**Run 1: M1 wires**

(10 px per um) Supply wires on this layer in grey.
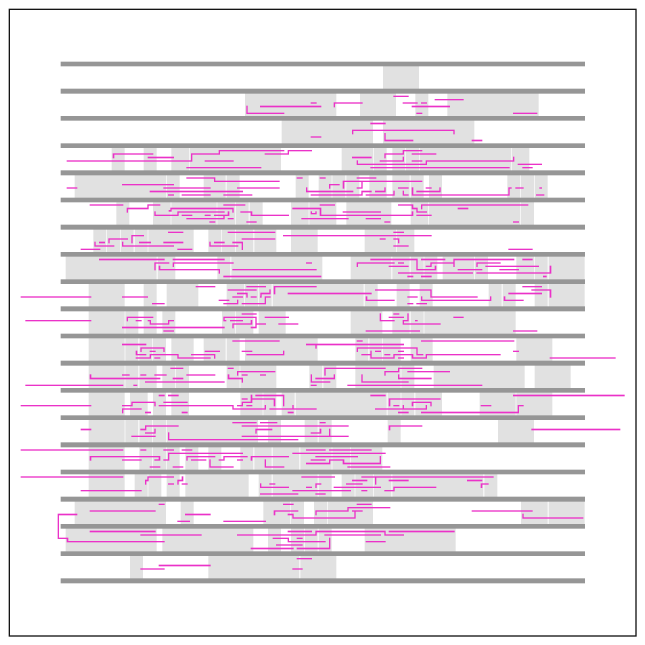
**Run 1: register map, names as in the netlist**

(8 px per um) Other sequential cells in the stronger grey, the rest of the logic in the fainter grey.
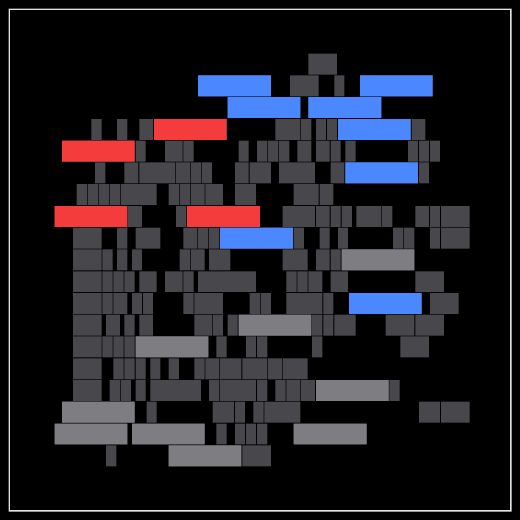
**Run 1: signal wires on met3**

(6 px per um)
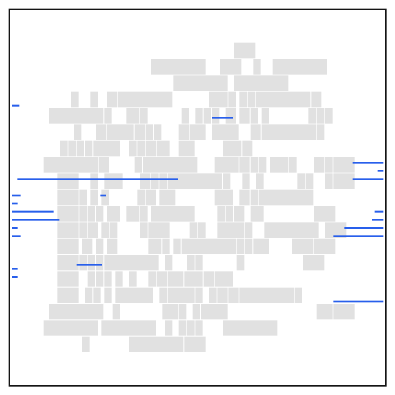
--- src/rtl/z_decoder_if.sv ---
// z_decoder_if: code-word input and decoded/status outputs of z_decoder.
interface z_decoder_if;
  logic [3:0] Z;
  logic       valid;
  logic       X;
  logic       Y;
  logic       out_valid;
  logic       code_err;
  logic       locked;
  logic [7:0] err_count;
  modport master (output Z, valid, input X, Y, out_valid, code_err, locked, err_count);
  modport slave  (input Z, valid, output X, Y, out_valid, code_err, locked, err_count);
endinterface

--- src/rtl/z_decoder.sv ---
// z_decoder: 4b->2b code decoder with HUNT/LOCKED framing FSM and saturating error count.
module z_decoder #(
  parameter int LOCK_COUNT  = 4,
  parameter int UNLOCK_ERRS = 2
) (
  input logic        clk,
  input logic        reset,
  z_decoder_if.slave bus
);
  typedef enum logic {HUNT, LOCKED} state_t;
  localparam logic [3:0] LC = 4'(LOCK_COUNT);
  localparam logic [3:0] UC = 4'(UNLOCK_ERRS);
  state_t     state_q, state_d;
  logic [3:0] good_q, good_d, bad_q, bad_d;
  logic       x_q, x_d, y_q, y_d, ov_q, ov_d, ce_q, ce_d;
  logic [7:0] err_q, err_d;
  logic       legal;
  logic [1:0] dec;
  always_comb begin
    legal = 1'b1;
    dec   = 2'b00;
    case (bus.Z)
      4'b0000: dec = 2'b00;
      4'b0011: dec = 2'b01;
      4'b0110: dec = 2'b10;
      4'b1001: dec = 2'b11;
      default: legal = 1'b0;
    endcase
  end
  always_comb begin
    state_d = state_q;
    good_d  = good_q;
    bad_d   = bad_q;
    x_d     = x_q;
    y_d     = y_q;
    err_d   = err_q;
    ov_d    = 1'b0;
    ce_d    = 1'b0;
    if (bus.valid && legal) begin
      {x_d, y_d} = dec;
      if (state_q == HUNT) begin
        state_d = (good_q + 4'd1 == LC) ? LOCKED : HUNT;
        good_d  = (good_q + 4'd1 == LC) ? 4'd0 : good_q + 4'd1;
      end else begin
        bad_d = 4'd0;
      end
      ov_d = (state_d == LOCKED);
    end else if (bus.valid) begin
      ce_d  = 1'b1;
      err_d = (err_q == 8'hff) ? err_q : err_q + 8'd1;
      if (state_q == HUNT) begin
        good_d = 4'd0;
      end else begin
        // Unlock clears both runs so the next hunt starts from scratch
        state_d = (bad_q + 4'd1 == UC) ? HUNT : LOCKED;
        bad_d   = (bad_q + 4'd1 == UC) ? 4'd0 : bad_q + 4'd1;
        good_d  = 4'd0;
      end
    end
  end
  always_ff @(posedge clk or negedge reset) begin
    if (!reset) begin
      state_q <= HUNT;
      good_q  <= '0;
      bad_q   <= '0;
      x_q     <= 1'b0;
      y_q     <= 1'b0;
      ov_q    <= 1'b0;
      ce_q    <= 1'b0;
      err_q   <= '0;
    end else begin
      state_q <= state_d;
      good_q  <= good_d;
      bad_q   <= bad_d;
      x_q     <= x_d;
      y_q     <= y_d;
      ov_q    <= ov_d;
      ce_q    <= ce_d;
      err_q   <= err_d;
    end
  end
  assign bus.X         = x_q;
  assign bus.Y         = y_q;
  assign bus.out_valid = ov_q;
  assign bus.code_err  = ce_q;
  assign bus.locked    = (state_q == LOCKED);
  assign bus.err_count = err_q;
endmodule

--- src/flat_wrapper.sv ---
// flat-port wrapper written by rule: the top's interface ports become plain ports
module z_decoder_flat 
#(
  parameter int LOCK_COUNT  = 4,
  parameter int UNLOCK_ERRS = 2
)
  (clk, reset, bus_Z, bus_valid, bus_X, bus_Y, bus_out_valid, bus_code_err, bus_locked, bus_err_count);
  z_decoder_if bus_i ();
  input logic clk;
  input logic reset;
  input wire logic [$bits(bus_i.Z)-1:0] bus_Z;
  input wire logic [$bits(bus_i.valid)-1:0] bus_valid;
  output wire logic [$bits(bus_i.X)-1:0] bus_X;
  output wire logic [$bits(bus_i.Y)-1:0] bus_Y;
  output wire logic [$bits(bus_i.out_valid)-1:0] bus_out_valid;
  output wire logic [$bits(bus_i.code_err)-1:0] bus_code_err;
  output wire logic [$bits(bus_i.locked)-1:0] bus_locked;
  output wire logic [$bits(bus_i.err_count)-1:0] bus_err_count;
  assign bus_i.Z = bus_Z;
  assign bus_i.valid = bus_valid;
  assign bus_X = bus_i.X;
  assign bus_Y = bus_i.Y;
  assign bus_out_valid = bus_i.out_valid;
  assign bus_code_err = bus_i.code_err;
  assign bus_locked = bus_i.locked;
  assign bus_err_count = bus_i.err_count;
  z_decoder #(.LOCK_COUNT(LOCK_COUNT), .UNLOCK_ERRS(UNLOCK_ERRS)) u_core (.clk(clk), .reset(reset), .bus(bus_i));
endmodule
--- config.mk ---
export PLATFORM = sky130hd
export DESIGN_NAME = z_decoder_flat
export DESIGN_NICKNAME = d
export VERILOG_FILES = /design/src/rtl/z_decoder_if.sv /design/src/rtl/z_decoder.sv /design/src/flat_wrapper.sv
export SDC_FILE = /design/constraint.sdc
export NUM_CORES = 1
export LEC_CHECK = 0
export ABC_AREA = 1
export CAP_MARGIN = 0
export CORE_MARGIN = 5
export CORE_UTILIZATION = 45
export CTS_CLUSTER_SIZE = 10
export DETAILED_ROUTE_END_ITERATION = 10
export PLACE_DENSITY = 0.75
export SETUP_SLACK_MARGIN = 0.3
export SLEW_MARGIN = 20
export SYNTH_ARGS = -nofsm -noshare
export SYNTH_HDL_FRONTEND = slang
export SYNTH_SLANG_ARGS = --single-unit
--- constraint.sdc ---
create_clock -name clk -period 2.82 [get_ports clk]
set_clock_uncertainty 0.2 [all_clocks]
set_input_delay 0.564 -clock clk [delete_from_list [all_inputs] [get_ports clk]]
set_output_delay 0.564 -clock clk [all_outputs]
set_load 0.005 [all_outputs]
==> impl_metrics.yaml, run 1 <==
# implementation run metrics
die:
  rows: 19
  boundaryPins: 20
placed_design:
  dp_slack_ps: 600
  io_buffers: 19
flow_run:
  warnings: 28
timing:
  timing.final.hold_violations: 0
  period_needed_ps: 2100
  rsz0062_at_grt: "no"
worst_setup_path:
  worst_ep_required_time_ps: 2060
  path_buffers: 1
  critPathArrivalTime_ps: 1330
yosys:
  synthArstFlopShare_pct: 100
  yosys_area_mm2: 0.00124
  syn_area_mm2: 0.00124
  yosys-stat-cells: 162
  netlist_top_cells_count: "nand2_1, dfrtp_1, nand3_1, inv_1, nor2_1"
pwr:
  pwr_density_cell_mw_per_mm2: 527
  switching_share_pct: 33.3
status:
  status: "finished, final reports clean"
worst_hold_path:
  hold_class: "register to register"
grt:
  grt_pass1_vias: 1110
detailed_routing:
  antenna_left: 0
  drtIter0Drc: 17
clocking:
  clkLatencyLatePin_ps: 300
layout:
  drive_gt1_share_pct: 7.53
  num-fill-cells: 259
-- 'M1 wires' (at the start) --
wire length on this layer: 1190 um
share of all routed wire: 46%
Post-Route WL: 2590 um
met1 usage: 17.1%
DR vias: 1099

-- 'register map, names as in the netlist' (at the start) --
[`u_core.good_q`] red | placed flops: 4
[`u_core.bus.err_count`] blue | placed flops: 8
not coloured: 9
Final Util: 55.5%
Register Area: 526 um2

-- 'signal wires on met3' (at the start) --
nets with wire on the layer: 19
longest straight run: 26.4 um

run 1: flip-flops by register name (all words and copies together), names as in the netlist:
signal and cells:
u_core.bus.err_count 8, u_core.bad_q 4, u_core.good_q 4, u_core.bus.X 1, u_core.bus.Y 1, u_core.bus.code_err 1
u_core.bus.locked 1, u_core.bus.out_valid 1
run 1: metal layers:
| metal | wire, um | part of all wire [%] | GRT usage, % | vias up |
|---|---|---|---|---|
| met1 | 1190 | 46 | 17.1 | 516 |
| met5 | 0 | 0 | 0 | - |
| met2 | 1290 | 50 | 24.2 | 21 |
| met4 | 23 | 0.89 | 4.77 | 0 |
| li1 | - | - | - | 558 |
| met3 | 89 | 3.4 | 3.06 | 4 |
run 1: worst max-delay path by stage:
stage                               to                    start
6_report              bus_err_count[3]  u_core.bus.err_count[3]
5_1_grt               bus_err_count[3]  u_core.bus.err_count[3]
4_1_cts               bus_err_count[3]  u_core.bus.err_count[3]
3_5_place_dp   u_core.bus.err_count[4]                 bus_Z[2]
3_3_place_gp   u_core.bus.err_count[6]                 bus_Z[0]
2_1_floorplan  u_core.bus.err_count[6]                 bus_Z[3]
run 1: kinds of logic after synthesis:
family / share of synthesized area, %
and+or+nand+nor: 39.4
DFF: 42.3
xor gates and xnor gates: 4.94
buffers and inverters: 6.05
adders and majority gates: 5.04
AOI/OAI and AO/OA: 2.22
run 1: placed cells by master, fill, tap and decap left out, drive strengths merged:
cell / n
dfrtp: 21
xor2: 4
nand2: 63
nor3: 1
clkbuf: 3
a21oi: 1
nand4: 4
buf: 1
nand3b: 2
o21a: 1
ha: 5
inv: 19
xnor2: 3
clkdlybuf4s50: 19
clkinv: 2
nor2: 13
and3: 1
nand3: 20
o21ai: 3
run 1: area by class of cell:
class	instances	area share [%]
multi-input cells	121	42.6
repair buffers	20	13.1
flip-flops and latches	21	34.9
inverters	20	4.99
well taps	31	2.58
clock buffers	3	1.50
clock inverters	1	0.333
run 1: power by group through the flow:
| stage | sequential (mW) | clock (mW) | combinational [mW] |
|---|---|---|---|
| after floorplan | 0.402 | 0 | 0.127 |
| after global placement | 0.409 | 0 | 0.237 |
| after detailed placement | 0.412 | 0 | 0.244 |
| after CTS | 0.406 | 0.153 | 0.245 |
| after global routing | 0.416 | 0.166 | 0.272 |
| final | 0.405 | 0.148 | 0.241 |
==> run 2, diff against run 1 <==
==> constraint.sdc (replaced) <==
create_clock -name clk -period 1.95 [get_ports clk]
set_clock_uncertainty 0.2 [all_clocks]
set_input_delay 0.39 -clock clk [delete_from_list [all_inputs] [get_ports clk]]
set_output_delay 0.39 -clock clk [all_outputs]
set_load 0.005 [all_outputs]
**Run 2: routing congestion**

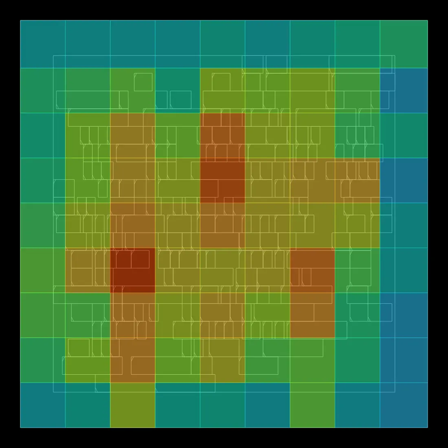
WL per Instance: 12.1 um
grt met3 use: 3.24%
GRT met2 Usage: 28.4%
busiest grt layer: met2
Final Util: 61.6%

==> impl_metrics.yaml, run 2 <==
# implementation run metrics
status:
  status: "finished, final reports clean"
layout:
  area_growth_pct: 34.5
  num-fill-cells: 257
  layout_top_cells: "nand2_1, buf_4, inv_1, nand3_1"
  seqCellArea_um2: 532
  largest_reg_flops: 8
  final-comb-area_um2: 689
  drive_gt1_share_pct: 21.1
  layout_top_cell: "nand2_1"
worst_setup_path:
  critPathLaunch: "u_core.bus.err_count[0]"
  end_kind: "output port"
  critPathArrivalTime_ps: 990
  worst_ep_required_time_ps: 1360
  reg2reg_depth: 7
  cpPeakStageDelay_ps: 420
  path_buffers: 1
  r2r_slack_ps: 380
  cpMaxStageDelayCell: "dfrtp_1"
detailed_routing:
  antenna_left: 0
  drc_errors: 0
  routed_wl_um: 2850
  drtIter0Drc: 23
  routed-via-count: 1176
yosys:
  ys.flops: 21
  syn_area_mm2: 0.00124
  area_leaders: "dfrtp_1, nand2_1, nand3_1, inv_1, ha_1"
  yosys-stat-cells: 162
  synth.most_common_cell: "nand2_1"
  syn_avg_cell_area_um2: 7.66
  yosys_area_mm2: 0.00124
  synth-edff-count: 0
  synthArstFlopShare_pct: 100
  synth_top_area_share_pct: 42.3
  netlist_top_cells_count: "nand2_1, dfrtp_1, nand3_1, inv_1, nor2_1"
  synth_cell_types: 24
worst_hold_path:
  hold_class: "input port to async pin"
placed_design:
  io_buffers: 19
  gp_congestion: 0.794
  dp_slack_ps: -103
pwr:
  pwr_density_cell_mw_per_mm2: 727
  power_mw: 1.21
timing:
  rsz0062_at_grt: "no"
  timing.final.hold_violations: 0
  period_needed_ps: 1580
clocking:
  cts-root-buf: "clkbuf_4"
  clkLatencyLatePin_ps: 300
die:
  rows: 19
  boundaryPins: 20
flow_run:
  warnings: 29
grt:
  grt_pass1_vias: 1144
[run 2: cell families after synthesis]
| logic type | Yosys count | share of synthesized area [%] |
|---|---|---|
| simple gates | 104 | 39.4 |
| fa+ha+maj | 5 | 5.04 |
| buf+inv | 20 | 6.05 |
| compound gates | 5 | 2.22 |
| xor+xnor | 7 | 4.94 |
| flops | 21 | 42.3 |
[run 2: layer usage]
metal	track usage (%)	wire, um
met4	3.45	25
met1	18.3	1220
met5	0	0
met2	28.4	1510
met3	3.24	100
[run 2: stage by stage]
stage               area (um2)  setup TNS, ps
finish                    1670              0
global route              1670              0
CTS                       1630              0
detailed placement        1500           -934
global placement          1500           -172
floorplan                 1240              0
[run 2: where the power goes]
part	switching (mW)	total (mW)	internal, mW
sequential	0.0491	0.556	0.507
combinational	0.220	0.444	0.224
clock	0.133	0.213	0.0797
[run 2: area by class of cell]
class,instances,area share (%)
multi-input combinational,122,41.3
tap,31,2.32
inverter,20,4.50
timing repair buffer,37,18.4
sequential,21,31.9
clock buffer,4,1.57
[run 2: worst max path at each step]
stage          depth (start not counted)  slack (ps)                 endpoint
4_1_cts                                1         180         bus_err_count[2]
2_1_floorplan                          6         430  u_core.bus.err_count[6]
3_5_place_dp                          10        -100  u_core.bus.err_count[3]
6_report                               1         370         bus_err_count[0]
5_1_grt                                1         310         bus_err_count[0]
3_3_place_gp                          10         -30  u_core.bus.err_count[0]
[run 2: repair_timing]
action | CTS | global route
buffers inserted | 13 | 1
cloned | 0 | 1
gates resized | 23 | 8
pin swaps | 3 | 4
setup endpoints to repair | 27 | 11
==> run 3, diff against run 2 <==
==> constraint.sdc (replaced) <==
create_clock -name clk -period 1.5 [get_ports clk]
set_clock_uncertainty 0.2 [all_clocks]
set_input_delay 0.3 -clock clk [delete_from_list [all_inputs] [get_ports clk]]
set_output_delay 0.3 -clock clk [all_outputs]
set_load 0.005 [all_outputs]
==> impl_metrics.yaml, run 3 <==
# implementation run metrics
timing:
  setup_viol: 8
  period_needed_ps: 1540
  setup_slack_ps: -36.4
  rsz0062_at_grt: "yes"
detailed_routing:
  routed_wl_um: 3470
  drc_errors: 0
status:
  status: "complete, but fails checks"
  violations: "negative setup slack"
placed_design:
  gp_congestion: 0.788
  dpl_cell_area_mm2: 0.00163
  io_buffers: 19
die:
  rows: 19
  boundaryPins: 20
yosys:
  synth_cell_types: 24
  yosys-stat-cells: 162
  area_leaders: "dfrtp_1, nand2_1, nand3_1, inv_1, ha_1"
  synth_top_area_share_pct: 42.3
  synth-edff-count: 0
  synthArstFlopShare_pct: 100
  syn_avg_cell_area_um2: 7.66
  yosys_area_mm2: 0.00124
  netlist_top_cells_count: "nand2_1, dfrtp_1, nand3_1, inv_1, nor2_1"
  ys.flops: 21
layout:
  final-comb-area_um2: 857
  num-fill-cells: 228
  largest_reg_flops: 8
  area_growth_pct: 54.2
  seqCellArea_um2: 526
  drive_gt1_share_pct: 48.4
  final_util_pct: 70.6
pwr:
  internal_power_mw: 1.19
  switching_share_pct: 36.3
  pwr_density_cell_mw_per_mm2: 976
  p_comb_share_pct: 46.9
  power_mw: 1.87
worst_setup_path:
  worst_ep_required_time_ps: 1550
  critPathArrivalTime_ps: 1580
  critPathLaunch: "u_core.bus.err_count[1]"
  end_kind: "register"
clocking:
  cts-root-buf: "clkbuf_4"
  clkLatencyLatePin_ps: 310
worst_hold_path:
  hold_class: "input port to async pin"
run 3: netlist changes by cell type in the layout (fill, tap and decap cells not counted), sizes merged:
| cell | delta |
|---|---|
| clkdlybuf4s50 | -1 |
| inv | +1 |
| buf | +29 |
| dlymetal6s2s | -1 |
| clkinv | -1 |
| dlygate4sd2 | -15 |
| clkbuf | +1 |
run 3: kinds of logic (layout without fill, tap and decap cells):
group	after synthesis	count (layout)	synth area share, %
compound gates	5	5	2.22
simple gates	104	105	39.4
buf+inv	20	74	6.05
xor+xnor	7	7	4.94
flops	21	21	42.3
fa+ha+maj	5	5	5.04
run 3: timing repair:
action,4_1_cts,5_1_grt
pin swaps,27,15
setup buffers,12,3
gates cloned,1,0
setup endpoints to repair,34,33
resized,89,36
hold endpoints to repair,0,0
run 3: per-stage QoR:
stage,worst slack (ps),setup TNS (ps)
CTS,9.67,0
detailed placement,-466,-8050
finish,-36.4,-196
floorplan,84.4,0
global route,-107,-769
global placement,-393,-7030
run 3: worst max-delay path: stages (launching register included):
cell,delay [ps]
dfrtp_1,380
buf_6,120
ha_4,130
and3_4,210
nand4_4,170
nand2_8,150
nand2_2,60
nand2_1,60
run 3: area by class of cell:
cell class                      count  share of cell area (%)
Inverter                           20                    4.05
Tap cell                           31                    2.03
Timing Repair Buffer               50                    20.3
Multi-Input combinational cell    122                    44.8
Sequential cell                    21                    27.5
Clock buffer                        4                    1.37
run 3: worst paths after layout:
| check | cells after the start | endpoint | slack [ps] |
|---|---|---|---|
| worst min register to register | 2 | u_core.bus.Y | 300 |
| min in group clk | 5 | u_core.bus.Y | 170 |
| worst min-delay path | 2 | u_core.bad_q[1] | 120 |
| max in group asynchronous | 2 | u_core.bad_q[0] | 740 |
| worst max-delay path | 7 | u_core.bus.err_count[1] | -40 |
| worst max register to register | 7 | u_core.bus.err_count[1] | -40 |
run 3: power by group through the flow:
| stage | Clock [mW] | Sequential, mW | Combinational (mW) |
|---|---|---|---|
| floorplan | 0 | 0.758 | 0.247 |
| global placement | 0 | 0.731 | 0.572 |
| detailed placement | 0 | 0.740 | 0.594 |
| CTS | 0.286 | 0.702 | 0.760 |
| global route | 0.324 | 0.717 | 0.958 |
| finish | 0.286 | 0.706 | 0.876 |
run 3: metal layers:
| metal | track usage, % | vias up | wire length, um |
|---|---|---|---|
| li1 | - | 624 | - |
| met1 | 20.7 | 618 | 1340 |
| met2 | 32.8 | 30 | 1940 |
| met3 | 3.78 | 6 | 143 |
| met4 | 3.98 | 0 | 42 |
| met5 | 0 | - | 0 |
**Run 3: wiring by layer**

(8 px per um) Two of the layers only.
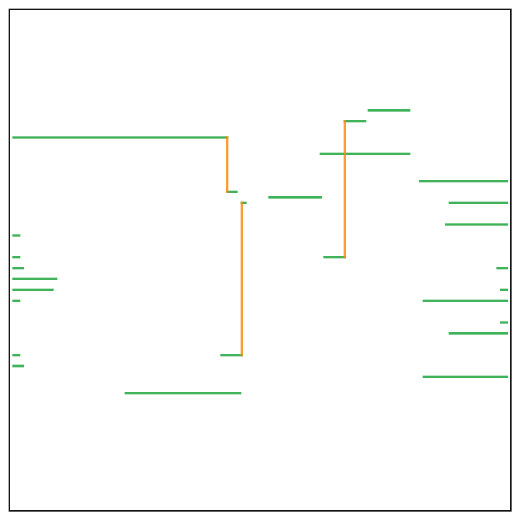
[M3] green | wire length: 144 um
[M4] orange | wire length: 42.8 um
GRT Total Usage: 17.7%
WL per Instance: 14.0 um
DR vias: 1278

Power is estimated from default activity; no workload was simulated.
